## config.mk

```make
export PLATFORM = sky130hd
export DESIGN_NAME = vec_cnt_fifo
export DESIGN_NICKNAME = d
export VERILOG_FILES = /design/src/rtl/vec_cnt_fifo.sv
export SDC_FILE = /design/constraint.sdc
export NUM_CORES = 1
export LEC_CHECK = 0
export ABC_AREA = 1
export CORE_AREA = 3 3 248 189
export CTS_CLUSTER_DIAMETER = 40
export CTS_CLUSTER_SIZE = 12
export DETAILED_ROUTE_END_ITERATION = 12
export DIE_AREA = 0 0 251 192
export GPL_TIMING_DRIVEN = 0
export PLACE_DENSITY = 0.57
export SETUP_SLACK_MARGIN = 0.3
export SLEW_MARGIN = 15
export SYNTH_ARGS = -nofsm -noshare
export SYNTH_HDL_FRONTEND = slang
export SYNTH_SLANG_ARGS = --single-unit
```

## constraint.sdc

```tcl
create_clock -name clk -period 6.3 [get_ports clk]
set_input_delay 0.63 -clock clk [delete_from_list [all_inputs] [get_ports clk]]
set_output_delay 0.63 -clock clk [all_outputs]
set_load 0.01 [all_outputs]
```

## src/rtl/vec_cnt_fifo.sv

```systemverilog
// Show-ahead record FIFO behind the popcount stage: stores {ID, popcount, Last}
// once per completed vector and backpressures upstream when full.
module vec_cnt_fifo #(
  parameter int VECTOR_WIDTH = 920,
  parameter int CNT_WIDTH    = $clog2(VECTOR_WIDTH),
  parameter int VEC_ID_WIDTH = 16,
  parameter int FIFO_DEPTH   = 16,
  parameter int PTR_WIDTH    = $clog2(FIFO_DEPTH)
) (
  input  logic                    clk,
  input  logic                    rstn,
  input  logic [VEC_ID_WIDTH-1:0] up_ID,
  input  logic                    up_Valid,
  input  logic [CNT_WIDTH-1:0]    up_Cnt,
  input  logic                    up_CntNew,
  input  logic                    up_Last,
  output logic                    up_Ready,
  output logic [VEC_ID_WIDTH-1:0] dn_ID,
  output logic [CNT_WIDTH-1:0]    dn_Cnt,
  output logic                    dn_Last,
  output logic                    dn_Valid,
  input  logic                    dn_Ready,
  output logic [PTR_WIDTH:0]      o_Level,
  output logic                    o_Overflow
);

  localparam int REC_W = VEC_ID_WIDTH + CNT_WIDTH + 1;
  localparam logic [PTR_WIDTH:0]   LVL_FULL = (PTR_WIDTH+1)'(FIFO_DEPTH);
  localparam logic [PTR_WIDTH:0]   LVL_ONE  = (PTR_WIDTH+1)'(1);
  localparam logic [PTR_WIDTH-1:0] PTR_ONE  = PTR_WIDTH'(1);

  logic [REC_W-1:0]     mem_q [FIFO_DEPTH];
  logic [PTR_WIDTH-1:0] wr_ptr_q, wr_ptr_d;
  logic [PTR_WIDTH-1:0] rd_ptr_q, rd_ptr_d;
  logic [PTR_WIDTH:0]   level_q, level_d;
  logic                 ovf_q, ovf_d;
  logic                 wr, rd;
  logic [REC_W-1:0]     head;

  // Flow control depends only on registered level, never on dn_Ready.
  assign up_Ready = (level_q != LVL_FULL);
  assign dn_Valid = (level_q != '0);
  assign wr       = up_Valid && up_CntNew && up_Ready;
  assign rd       = dn_Valid && dn_Ready;

  // Stale storage is masked so an empty FIFO always presents zeros.
  assign head = dn_Valid ? mem_q[rd_ptr_q] : '0;
  assign {dn_ID, dn_Cnt, dn_Last} = head;

  assign o_Level    = level_q;
  assign o_Overflow = ovf_q;

  always_comb begin
    wr_ptr_d = wr_ptr_q;
    rd_ptr_d = rd_ptr_q;
    level_d  = level_q;
    ovf_d    = ovf_q | (up_Valid && up_CntNew && !up_Ready);
    if (wr) wr_ptr_d = wr_ptr_q + PTR_ONE;
    if (rd) rd_ptr_d = rd_ptr_q + PTR_ONE;
    case ({wr, rd})
      2'b10:   level_d = level_q + LVL_ONE;
      2'b01:   level_d = level_q - LVL_ONE;
      default: level_d = level_q;
    endcase
  end

  always_ff @(posedge clk) begin
    if (!rstn) begin
      wr_ptr_q <= '0;
      rd_ptr_q <= '0;
      level_q  <= '0;
      ovf_q    <= 1'b0;
    end else begin
      wr_ptr_q <= wr_ptr_d;
      rd_ptr_q <= rd_ptr_d;
      level_q  <= level_d;
      ovf_q    <= ovf_d;
    end
  end

  always_ff @(posedge clk) begin
    if (rstn && wr) mem_q[wr_ptr_q] <= {up_ID, up_Cnt, up_Last};
  end

endmodule

```

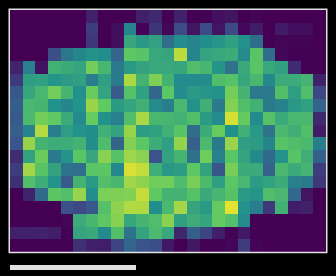
*Cell density map*
Bar = 100 um. 25 x 19 tiles, from dark purple (low) to yellow (high), 0 to 100% covered.
The mean over all tiles is 43%. The emptiest ninth of the die: north-west. 11% of the tiles are over 75% full.
final core utilization: 47.5%
floorplan utilization: 39.8%

==> reports/results.ini <==
[critical_path]
slowest_delay_ns=0.64
cp_slowest_cell=sky130_fd_sc_hd__clkbuf_1
worst-setup-path-type=register to primary output
critical_path.cell_chain=buf_4 -> inv_2 -> clkbuf_1 -> o21ai_0 -> o221ai_1 -> nand3_1 -> a21oi_1 -> clkdlybuf4s50_1
timing.critical_path.from_type=register
cp.arrival_ns=3.62
cp_num_buf_inv=4
crit_path_end_kind=primary output
critical_path.max_fanout=10

[routing]
routedWlPerCell_um=25.8
detailed_route_iter0_violations=1407
uppermost_layer_routed=met4
route.vias.total=11800
postRouteWirelength_um=53400
drt-vias-per-instance=5.72
drcViolationCount=0
detail_route.first_pass.iterations=5
antenna_left=0
met3_length_um=5450

[placement]
pre_cts_slack_ns=2.77
last_weighted_congestion_value_of_the_routability_driven_placer=0.825
numPortBuffers=66
place.detailed.hpwl_um=34900

[timing]
fin_skew_ns=0.0155
slew_headroom_pct=26.0
fin_crit_sh_pct=67.5
final-hold-violation-count=0
worst_path_setup_slack_after_routing_ns=2.05
report.final.setup_viol=0
max_freq_mhz=235
total_negative_slack_ns=0

[power]
power.sequential.fraction_pct=38.8
cellLeakagePower_uw=0.00681
switching_power_uw=2860
internal_power_uw=5780
power.combinational.fraction_pct=29.0
totalPowerFinal_uw=8640

[synth]
number_of_library_cell_types_mapped_by_synthesis=28
synth_area_per_cell_sq_um=13.4
synth_cells=1323
synth.yosys.warnings=0
ys_seq_share_pct=75.1

[clocking]
cts_setup_buffers=0
cts_root_buffer=sky130_fd_sc_hd__clkbuf_16
holdBufCountCts=0
resized_gates_after_cts=0

[global_route]
global_route.usage.total_pct=22.1
grt_remaining_overflow=0
number_of_antenna_violations_at_the_first_check_in_global_routing=1
largest_net_degree_at_the_start_of_global_routing=22
grt_pass1_wl_um=77300

[floorplanning]
floorplan.rows=67
die_height_um=192
number_of_placed_i_o_pins=67

[layout]
final_common_cell=sky130_fd_sc_hd__edfxtp_1
most-common-layout-cells=432 x sky130_fd_sc_hd__edfxtp_1, 269 x sky130_fd_sc_hd__nor2_1, 198 x sky130_fd_sc_hd__o21ai_0, 76 x sky130_fd_sc_hd__o221ai_1, 66 x sky130_fd_sc_hd__clkdlybuf4s50_1

[run_status]
run_status=complete, no violations

[flow_run]
max_cap_violations=0
openroad.warnings=29

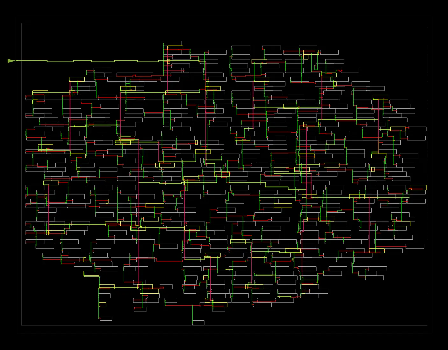
*Clock nets*
clock latency on the worst-skew pair: 0.57 ns
TritonCTS buffer count: 49
Power Clock: 2780 uW
clock buffers: 59

## worst min-delay path, delay by kind of cell, from the launching register on
family | cells | cell delay, ns
and+or+nand+nor | 2 | 0.12
DFF | 1 | 0.32
## power groups by stage
stage	clock [uW]	sequential [uW]	combinational [uW]
finish	2780	3350	2510
global route	2920	3360	2700
CTS	2810	3350	2490
detailed placement	0	3420	2480
global placement	0	3420	2450
floorplan	0	3410	1310
## layout make-up
| cell class | count | area (sq um) |
|---|---|---|
| Fill cell | 3947 | 23400 |
| Sequential cell | 450 | 13300 |
| Multi-Input combinational cell | 757 | 3950 |
| Clock buffer | 59 | 1310 |
| Timing Repair Buffer | 82 | 1080 |
| Tap cell | 586 | 733 |
| Buffer | 89 | 483 |
| Clock inverter | 18 | 213 |
| Inverter | 27 | 106 |
## final timing paths
check,startpoint,cells past startpoint,end,slack (ns)
worst max-delay path,register,8,dn_Cnt[0],2.05
worst min-delay path,o_Overflow$_SDFF_PN0_,2,o_Overflow$_SDFF_PN0_,0.48
worst max register to register,o_Level[1]$_SDFFE_PN0P_,7,mem_q[11][18]$_DFFE_PP_,3.80
worst min register to register,o_Overflow$_SDFF_PN0_,2,o_Overflow$_SDFF_PN0_,0.48
## through the flow
step                      std cells  hold slack [ns]
after floorplan                1323            0.469
after global placement         1975            0.452
after detailed placement       1991            0.471
after CTS                      2068            0.483
after global routing           2068            0.518
final                          2068            0.478
## logic make-up (layout without fill, tap and decap cells)
group	Yosys count	count (layout)	share of synthesized area (%)
AOI/OAI and AO/OA	382	382	12.6
xor gates and xnor gates	6	6	0.296
buffers and inverters	116	275	3.32
DFF	450	450	75.1
and+or+nand+nor	361	361	8.09
adders and majority gates	8	8	0.564
## registers in the layout, summed over array words and instances, names as in the netlist, named ones only
name / count
mem_q: 432
o_Level: 5
rd_ptr_q: 4
wr_ptr_q: 4
o_Overflow: 1
## synthesized netlist by cell type
master and n:
sky130_fd_sc_hd__edfxtp_1 432, sky130_fd_sc_hd__clkinv_1 3, sky130_fd_sc_hd__buf_6 12, sky130_fd_sc_hd__o221ai_1 76, sky130_fd_sc_hd__nand2_2 1, sky130_fd_sc_hd__xnor2_1 1
sky130_fd_sc_hd__clkbuf_2 1, sky130_fd_sc_hd__dfxtp_1 18, sky130_fd_sc_hd__buf_1 3, sky130_fd_sc_hd__inv_1 20, sky130_fd_sc_hd__ha_1 8, sky130_fd_sc_hd__clkbuf_1 49
sky130_fd_sc_hd__nand3_1 52, sky130_fd_sc_hd__o22ai_1 32, sky130_fd_sc_hd__o21ai_1 41, sky130_fd_sc_hd__nand4_1 3, sky130_fd_sc_hd__a31o_2 1, sky130_fd_sc_hd__a21oi_1 34
sky130_fd_sc_hd__buf_8 1, sky130_fd_sc_hd__o21ai_0 198, sky130_fd_sc_hd__nand3_2 1, sky130_fd_sc_hd__inv_6 1, sky130_fd_sc_hd__buf_2 16, sky130_fd_sc_hd__buf_4 7
sky130_fd_sc_hd__inv_2 3, sky130_fd_sc_hd__xor2_1 5, sky130_fd_sc_hd__nand2_1 19, sky130_fd_sc_hd__nor2_1 285
Power and IR drop assume default switching activity.
